Figure 1. Signal metal coverage by tile.
Drawn at 4 px/um. The die is cut into 21 by 21 equal tiles; black is low, pale yellow is high, scaled to the fullest tile. Values are wire area over tile area, all layers added.
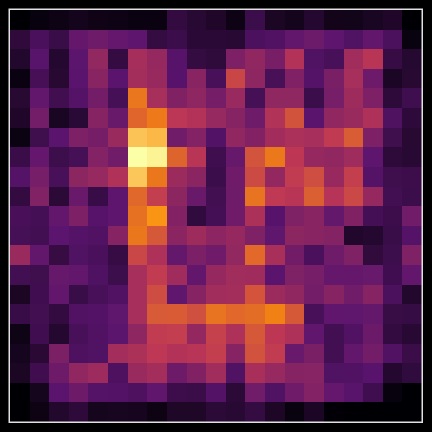
Figure 2. Clock wiring as the flow saved it.
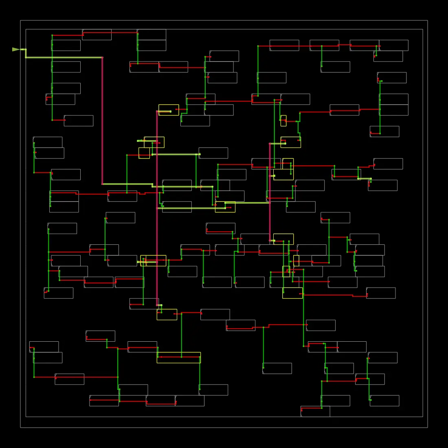
Figure 3. Sequential cells grouped by signal name.
Drawn at 4 px/um.
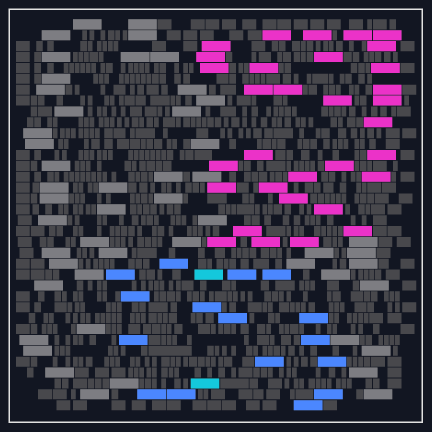
Figure 4. Signal wires on met3.
Drawn at 4 px/um.
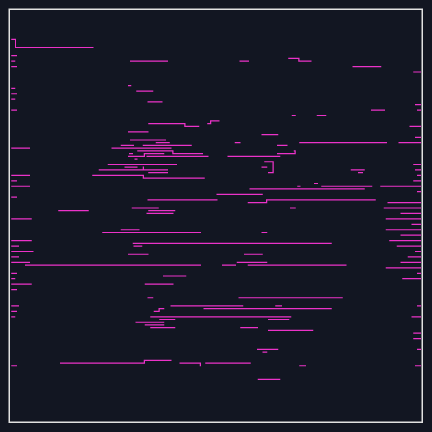
--- config.mk ---
export PLATFORM = sky130hd
export DESIGN_NAME = nn_loop_counter
export DESIGN_NICKNAME = d
export VERILOG_FILES = /design/src/rtl/nn_loop_counter.sv
export SDC_FILE = /design/constraint.sdc
export NUM_CORES = 1
export LEC_CHECK = 0
export ABC_AREA = 1
export CORE_UTILIZATION = 57
export CTS_CLUSTER_DIAMETER = 80
export DETAILED_ROUTE_END_ITERATION = 8
export PLACE_DENSITY_LB_ADDON = 0.05
export SLEW_MARGIN = 20
export SYNTH_ARGS = -nofsm -noshare
export SYNTH_HDL_FRONTEND = slang
export SYNTH_SLANG_ARGS = --single-unit
--- constraint.sdc ---
create_clock -name clk -period 4.2 [get_ports clk]
set_clock_uncertainty 0.05 [all_clocks]
set_input_delay 0.63 -clock clk [delete_from_list [all_inputs] [get_ports clk]]
set_output_delay 0.63 -clock clk [all_outputs]
set_load 0.05 [all_outputs]
--- src/rtl/nn_loop_counter.sv ---
// Two-level nested loop counter producing (outer, inner) index pairs for layer
// addressing, with start/done handshake, stall via en, and saturate or wrap end behaviour.
module nn_loop_counter #(
  parameter int CNT_W = 16,
  parameter bit WRAP  = 1'b0
) (
  input  logic               clk,
  input  logic               rst,
  input  logic               start,
  input  logic               en,
  input  logic [CNT_W-1:0]   inner_end,
  input  logic [CNT_W-1:0]   outer_end,
  output logic [CNT_W-1:0]   inner_idx,
  output logic [CNT_W-1:0]   outer_idx,
  output logic               busy,
  output logic               row_done,
  output logic               done,
  output logic               done_pulse,
  output logic [2*CNT_W-1:0] step_cnt
);

  localparam int STEP_W = 2 * CNT_W;

  typedef enum logic [1:0] {
    IDLE = 2'd0,
    RUN  = 2'd1,
    DONE = 2'd2
  } state_t;

  state_t              state_q, state_d;
  logic [CNT_W-1:0]    inner_q, inner_d;
  logic [CNT_W-1:0]    outer_q, outer_d;
  logic [CNT_W-1:0]    inner_end_q, inner_end_d;
  logic [CNT_W-1:0]    outer_end_q, outer_end_d;
  logic [STEP_W-1:0]   step_q, step_d;
  logic                row_q, row_d;
  logic                dp_q, dp_d;

  always_ff @(posedge clk) begin
    if (rst) begin
      state_q     <= IDLE;
      inner_q     <= '0;
      outer_q     <= '0;
      inner_end_q <= '0;
      outer_end_q <= '0;
      step_q      <= '0;
      row_q       <= 1'b0;
      dp_q        <= 1'b0;
    end else begin
      state_q     <= state_d;
      inner_q     <= inner_d;
      outer_q     <= outer_d;
      inner_end_q <= inner_end_d;
      outer_end_q <= outer_end_d;
      step_q      <= step_d;
      row_q       <= row_d;
      dp_q        <= dp_d;
    end
  end

  always_comb begin
    state_d     = state_q;
    inner_d     = inner_q;
    outer_d     = outer_q;
    inner_end_d = inner_end_q;
    outer_end_d = outer_end_q;
    step_d      = step_q;
    row_d       = 1'b0;
    dp_d        = 1'b0;

    unique case (state_q)
      IDLE, DONE: begin
        if (start) begin
          inner_end_d = inner_end;
          outer_end_d = outer_end;
          inner_d     = '0;
          outer_d     = '0;
          step_d      = '0;
          state_d     = RUN;
        end
      end
      RUN: begin
        if (en) begin
          step_d = step_q + STEP_W'(1);
          if (inner_q != inner_end_q) begin
            inner_d = inner_q + CNT_W'(1);
          end else begin
            row_d = 1'b1;
            if (outer_q != outer_end_q) begin
              inner_d = '0;
              outer_d = outer_q + CNT_W'(1);
            end else begin
              // Final step of the pass: either restart or park on terminal indices.
              dp_d = 1'b1;
              if (WRAP) begin
                inner_d = '0;
                outer_d = '0;
              end else begin
                state_d = DONE;
              end
            end
          end
        end
      end
      default: state_d = IDLE;
    endcase
  end

  assign inner_idx  = inner_q;
  assign outer_idx  = outer_q;
  assign busy       = (state_q == RUN);
  assign done       = (state_q == DONE);
  assign row_done   = row_q;
  assign done_pulse = dp_q;
  assign step_cnt   = step_q;

endmodule

==> changes_impl.md <==
## Flow update

* Outcome: finished clean
* Placed cells at 1148
* Seq share, synth at 34.5%
* First-pass GRT wire length at 23600 um
* Stages on the worst setup path at 3
* Root Driver: clkbuf_8
* Final setup violation count at 0
* Fraction of area in registers at 28.4%
* Mux area share at 0%
* Post-Synth AOI/OAI Area at 11.6%
* Met3 WL at 996 um
* Yosys cell types at 35
* CP delay by family, top: buffers and inverters
* Cell Area, Placed at 0.00687 mm2
* Leak Pwr at 0.00276 uW
* Tool warning count at 26
* Non-filler cells, final at 1164
* Chip Footprint at 0.0106 mm2
* CP Capture Type: output port
* Top cells by count: 258 x nand2_1, 116 x nor2_1, 115 x inv_1, 100 x dfxtp_1, 74 x a21oi_1
* # hold bufs at CTS at 0
* Tap cells at 133
* Highest routed layer: met4
* Yosys adder share at 0.647%
* Share of power burned in registers at 52.1%
* Layout Area Growth over Synthesis at 21.6%
* Slew Limit Fails at 0
* Achievable Freq at 367 MHz
* Final worst-path cycle share at 64.9%
* Max IR drop VDD at 0.167 mV
* Total GRT Usage at 28.0%
* FP Core Util at 59.1%
* Clock-cell share of area at 2.63%
* Pwr Total at 1940 uW
* CP max stage delay at 0.88 ns
* Dominant cell area share at 34.5%
* CP Cell Sequence: inv_2 > nor2_8 > clkdlybuf4s50_1
* CTS clk-pin slew, worst paths at 0.10 ns
* Synth Flop Type: dfxtp_1
* Drt pass-1 iters at 7
* Largest net degree at the start of global routing at 49
* Comb. cell area at 0.00313 mm2
* Clock Tree Buf Depth at 2
* Simple share at 38.7%
* Top logic family: simple AND/OR/NAND/NOR gates
* Async SR Flop Fraction at 0%
* Hold WC Path Type: reg2reg
* R2r endpoint: inner_idx[3]
* Worst flop-to-flop path startpoint: inner_idx[0]
* Worst reg2reg path depth at 13
-- Figure 1 (at the start) --
nearly empty tiles: 2.3%
mean over tiles: 0.23
tiles over half the peak: 12%

-- Figure 2 (at the start) --
clk sinks: 100
Flops: 100
Insertion Delay late pin: 0.36 ns
Num CTS Buffers: 9

-- Figure 3 (at the start) --
legend:
  `state_q`:
    color: cyan
    placed_flops: 2
  `step_cnt`:
    color: magenta
    placed_flops: 32
  `outer_idx`:
    color: blue
    placed_flops: 16
not colored: 50

-- Figure 4 (at the start) --
longest straight run: 49.5 um
wire length on this layer: 996 um

Power figures rest on the tool's default switching activity, not on a simulated workload.
